[config.mk]
export PLATFORM = sky130hd
export DESIGN_NAME = decimal_key_entry
export DESIGN_NICKNAME = d
export VERILOG_FILES = /design/src/rtl/decimal_key_entry_pkg.sv /design/src/rtl/decimal_key_entry_mul10.sv /design/src/rtl/decimal_key_entry.sv
export SDC_FILE = /design/constraint.sdc
export NUM_CORES = 1
export LEC_CHECK = 0
export CORE_MARGIN = 3
export CORE_UTILIZATION = 30
export CTS_CLUSTER_SIZE = 25
export DETAILED_ROUTE_END_ITERATION = 7
export HOLD_SLACK_MARGIN = 0.02
export SETUP_SLACK_MARGIN = 0.3
export SLEW_MARGIN = 10
export SYNTH_ARGS = -nofsm -noshare
export SYNTH_HDL_FRONTEND = slang
export SYNTH_SLANG_ARGS = --single-unit
[constraint.sdc]
create_clock -name clk -period 3.5 [get_ports clk]
set_input_delay 0.7 -clock clk [delete_from_list [all_inputs] [get_ports clk]]
set_output_delay 0.7 -clock clk [all_outputs]
set_load 0.01 [all_outputs]
[src/rtl/decimal_key_entry_pkg.sv]
// Shared calc package: key codes, FSM state encoding and signed-range limits
// used by decimal_key_entry.
package decimal_key_entry_pkg;

  localparam logic [3:0] KEY_SIGN  = 4'hA;
  localparam logic [3:0] KEY_BKSP  = 4'hB;
  localparam logic [3:0] KEY_CLR   = 4'hC;
  localparam logic [3:0] KEY_ENTER = 4'hD;

  localparam int unsigned POS_MAX = 127;
  localparam int unsigned NEG_MAX = 128;

  typedef enum logic [2:0] {
    IDLE    = 3'd0,
    ENTRY   = 3'd1,
    CONVERT = 3'd2,
    DONE    = 3'd3,
    ERROR   = 3'd4
  } state_t;

endpackage

[src/rtl/decimal_key_entry_mul10.sv]
// mul10_add_digit: combinational acc*10 + digit step of the decimal-to-binary
// conversion. Bit 9 of the result flags magnitudes that no longer fit in 9 bits.
module mul10_add_digit (
  input  logic [8:0] acc,
  input  logic [3:0] digit,
  output logic [9:0] result
);

  logic [9:0] acc_w;

  // acc never exceeds 99 while converting, so 10 bits hold the full result
  assign acc_w  = {1'b0, acc};
  assign result = (acc_w << 3) + (acc_w << 1) + {6'b0, digit};

endmodule

[src/rtl/decimal_key_entry.sv]
// Decimal keypad entry: collects up to MAX_DIGITS BCD digits and a sign, then
// converts to an 8-bit signed value. Backspace support: define DEC_ENTRY_BACKSPACE_EN.
//
// state   | meaning
// IDLE    | buffer empty, waiting for keys
// ENTRY   | one or more digits typed
// CONVERT | folding digits MSB first into the accumulator, one per cycle
// DONE    | value loaded, value_valid pulsing for one cycle
// ERROR   | magnitude out of range, only clear is accepted
module decimal_key_entry
  import decimal_key_entry_pkg::*;
#(
  parameter int MAX_DIGITS = 3,
  parameter int KEY_W      = 4
) (
  input  logic             clk,
  input  logic             reset,
  input  logic             key_valid,
  input  logic [KEY_W-1:0] key_code,
  output logic [7:0]       value,
  output logic             value_valid,
  output logic             busy,
  output logic             entry_err,
  output logic [3:0]       dig2,
  output logic [3:0]       dig1,
  output logic [3:0]       dig0,
  output logic             entry_neg
);

  state_t          state, state_nx;
  logic [2:0][3:0] digs, digs_nx;
  logic [1:0]      count, count_nx;
  logic [1:0]      conv_left, conv_left_nx;
  logic            neg, neg_nx;
  logic [8:0]      acc, acc_nx;
  logic [7:0]      value_nx;
  logic            value_valid_nx;
  logic [1:0]      conv_idx;
  logic [3:0]      conv_digit;
  logic [9:0]      mac;
  logic            is_digit;

  assign is_digit = key_code <= KEY_W'(9);

  // conv_left counts down from n, so the MSB sits at position conv_left-1
  assign conv_idx   = conv_left - 2'd1;
  assign conv_digit = (conv_idx == 2'd2) ? digs[2] :
                      (conv_idx == 2'd1) ? digs[1] : digs[0];

  mul10_add_digit u_mul10 (
    .acc   (acc),
    .digit (conv_digit),
    .result(mac)
  );

  always_comb begin
    state_nx       = state;
    digs_nx        = digs;
    count_nx       = count;
    neg_nx         = neg;
    conv_left_nx   = conv_left;
    acc_nx         = acc;
    value_nx       = value;
    value_valid_nx = 1'b0;
    case (state)
      IDLE, ENTRY: begin
        if (key_valid) begin
          if (is_digit) begin
            if (count < 2'(MAX_DIGITS)) begin
              digs_nx  = {digs[1:0], key_code[3:0]};
              count_nx = count + 2'd1;
              state_nx = ENTRY;
            end
          end else if (key_code == KEY_W'(KEY_SIGN)) begin
            neg_nx = ~neg;
          end else if (key_code == KEY_W'(KEY_CLR)) begin
            digs_nx  = '0;
            count_nx = '0;
            neg_nx   = 1'b0;
            state_nx = IDLE;
          end else if (key_code == KEY_W'(KEY_ENTER) && count != 2'd0) begin
            conv_left_nx = count;
            acc_nx       = '0;
            state_nx     = CONVERT;
          end
`ifdef DEC_ENTRY_BACKSPACE_EN
          else if (key_code == KEY_W'(KEY_BKSP) && state == ENTRY) begin
            digs_nx  = {4'h0, digs[2:1]};
            count_nx = count - 2'd1;
            if (count == 2'd1) state_nx = IDLE;
          end
`endif
        end
      end
      CONVERT: begin
        acc_nx       = mac[8:0];
        conv_left_nx = conv_left - 2'd1;
        if (conv_left == 2'd1) begin
          if (neg ? (mac > 10'(NEG_MAX)) : (mac > 10'(POS_MAX))) begin
            state_nx = ERROR;
          end else begin
            value_nx       = neg ? (~mac[7:0] + 8'd1) : mac[7:0];
            value_valid_nx = 1'b1;
            state_nx       = DONE;
          end
        end
      end
      DONE: begin
        digs_nx  = '0;
        count_nx = '0;
        neg_nx   = 1'b0;
        state_nx = IDLE;
      end
      ERROR: begin
        if (key_valid && key_code == KEY_W'(KEY_CLR)) begin
          digs_nx  = '0;
          count_nx = '0;
          neg_nx   = 1'b0;
          state_nx = IDLE;
        end
      end
      default: state_nx = IDLE;
    endcase
  end

  always_ff @(posedge clk or posedge reset) begin
    if (reset) begin
      state       <= IDLE;
      digs        <= '0;
      count       <= '0;
      neg         <= 1'b0;
      conv_left   <= '0;
      acc         <= '0;
      value       <= '0;
      value_valid <= 1'b0;
    end else begin
      state       <= state_nx;
      digs        <= digs_nx;
      count       <= count_nx;
      neg         <= neg_nx;
      conv_left   <= conv_left_nx;
      acc         <= acc_nx;
      value       <= value_nx;
      value_valid <= value_valid_nx;
    end
  end

  assign dig2      = digs[2];
  assign dig1      = digs[1];
  assign dig0      = digs[0];
  assign entry_neg = neg;
  assign busy      = (state == CONVERT) || (state == DONE);
  assign entry_err = (state == ERROR);

endmodule

==> results.txt <==
yosys + openroad results -> nets@finish 325, R2R Path Start conv_left[1], vias in the first global route 2036, mapped cell area 0.00250 mm2, maximum ir drop on the vdd rail 0.251 mV, Hold Crit Class reg -> reg, Final Skew 0.00492 ns, Top area cell types dfrtp_1 (38%), ha_1 (11%), a22o_1 (6.3%), Unique cell types 52, Max Cap Viol 0, Worst R2R Setup Slack 0.09 ns, Routed WL per cell 15.3 um, hold-critical path endpoint value[4], yosys stat area 0.00250 mm2, CTS tree done, Min Hold Slack 0.513 ns, slowest cell delay on critical path 0.56 ns, Final Hold Viols 0, GRT Residual Overflow 0, pre-CTS setup slack -0.0553 ns, Post-synth top flop dfrtp_1, Syn Area/Cell ~10 um2, Crit path max-delay family adder cells, RePlAce Congestion between 0.8 and 0.9, Worst Path Buf+Inv 1, critical-path cell list ha_4 > mux2i_4 > nor2_4 > a21oi_2 > fa_1 > fa_2 > and2b_2 > o211a_1 > o311a_4 > and3_4 > and3_4 > clkbuf_16 > mux2_4, first-pass GRT wire length 9.85 mm, Setup CP Type reg -> reg, Yosys Instances 244, final routed DRC violation total 0, IO Pins 31, stages on the worst setup path 13, PortBufs 30, Critical path origin conv_left[1], tool warnings 34, hold_buf cts 0, synthesized net count 274, status finished, final reports clean, R2R depth 13, num rows 32, Max Fclk 293 MHz, CP arrival 3.58 ns
-- worst max-delay path by stage --
stage,endpoint
floorplan,value[0]
finish,value[4]
CTS,value[5]
global route,value[7]
global placement,value[0]
detailed placement,value[5]
-- power by group --
group | switching, mW | internal (mW)
Sequential | 0.108 | 0.529
Combinational | 0.849 | 0.895
Clock | 0.144 | 0.137
Total | 1.10 | 1.56
-- state kept, by name, summed over array words and instances, names as in the netlist --
| signal | flops |
|---|---|
| acc | 9 |
| value | 8 |
| dig0 | 4 |
| dig1 | 4 |
| dig2 | 4 |
| state | 3 |
| conv_left | 2 |
| count | 2 |
| entry_neg | 1 |
| value_valid | 1 |
-- final cells by class --
cell class | instances | area [um2] | area share [%]
inverters | 21 | 78.8 | 2.37
repair buffers | 56 | 537 | 16.1
flip-flops and latches | 38 | 951 | 28.6
multi-input cells | 173 | 1560 | 46.8
clock buffers | 7 | 76.3 | 2.29
well taps | 102 | 128 | 3.84
-- per-layer routing --
layer  GRT usage, %  up-vias  wire, um
met5              0        -         0
met4           2.24        0        10
met3           2.44        2       281
met2           20.5       40      2850
met1           17.4     1004      2920
li1               -      984         -
-- worst register-to-register path: stages (launching register included) --
cell and delay (ns):
dfrtp_1 0.42, ha_4 0.20, mux2i_4 0.19, nor2_4 0.09, a21oi_2 0.04, fa_1 0.56
fa_2 0.22, and2b_2 0.24, o211a_1 0.22, o311a_4 0.31, and3_4 0.18, and3_4 0.20
clkbuf_16 0.15, mux2_4 0.28
-- kinds of logic (layout without fill, tap and decap cells) --
group / after synthesis / in the layout / synth area share, %
simple gates: 55 / 55 / 11.4
fa+ha+maj: 23 / 23 / 12.1
compound gates: 67 / 67 / 20.9
mux: 16 / 16 / 7.86
buf+inv: 33 / 84 / 5.46
xor+xnor: 12 / 12 / 4.21
flops: 38 / 38 / 38.1
-- through the flow --
step	cell area, um2	power [mW]	instances	setup TNS [ns]
2_1_floorplan	2520	1.58	244	0
3_3_place_gp	3040	2.12	383	0
3_5_place_dp	3040	2.14	383	-0.355
4_1_cts	3210	2.57	394	0
5_1_grt	3330	2.86	397	-0.294
6_report	3330	2.66	397	0
-- timing repair --
action / CTS / global route
pin swaps: 7 / 8
endpoints found under the setup margin: 12 / 12
resized: 18 / 13
buffers inserted: 4 / 2
cloned: 0 / 1
-- cells in the final DEF, fill, tap and decap left out, drive strengths merged, types with 8 or more instances in the layout --
cell type	netlist	layout
mux2	8	8
o21ai	15	15
nor2	10	10
xnor2	11	11
inv	21	21
clkbuf	7	8
nand2	19	19
clkdlybuf4s50	0	30
dfrtp	38	38
ha	21	21
mux2i	8	8
a22o	18	18
buf	5	25
util_map.png
10 x 10 tiles, from white (low) to dark blue (high), 0 to 100% covered.
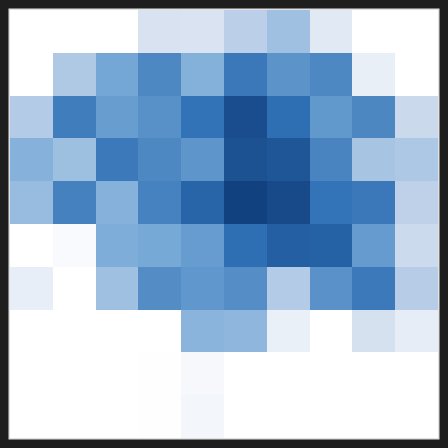
32% of the tiles are nearly empty. The fullest tile reaches 93%. The mean over all tiles is 34%.
fp_density: 31.7%
Final Util: 42.2%
Core Area: 0.00789 mm2

m1.png
Supply wires on this layer in grey.
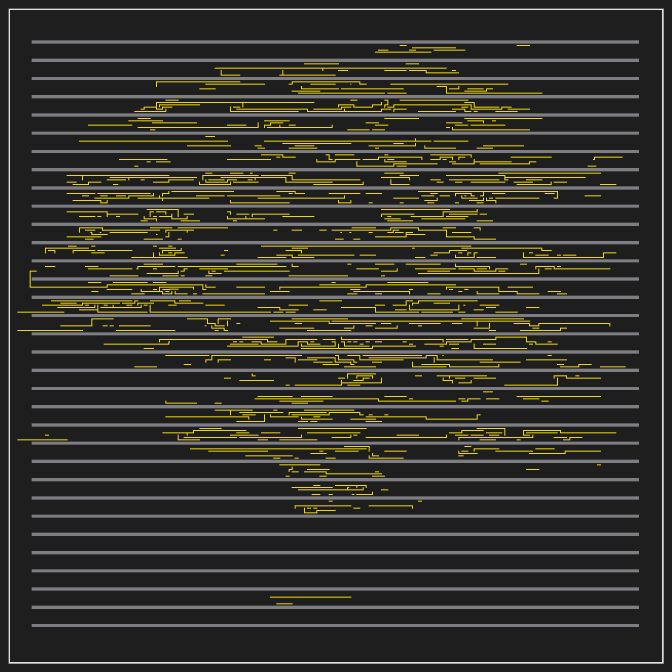
The layer carries 2920 um of wire. The wires run mostly horizontal.
via count: 2030
Global Route met1 Usage: 17.4%
routed wire length: 6.06 mm

Power is estimated from default activity; no workload was simulated.
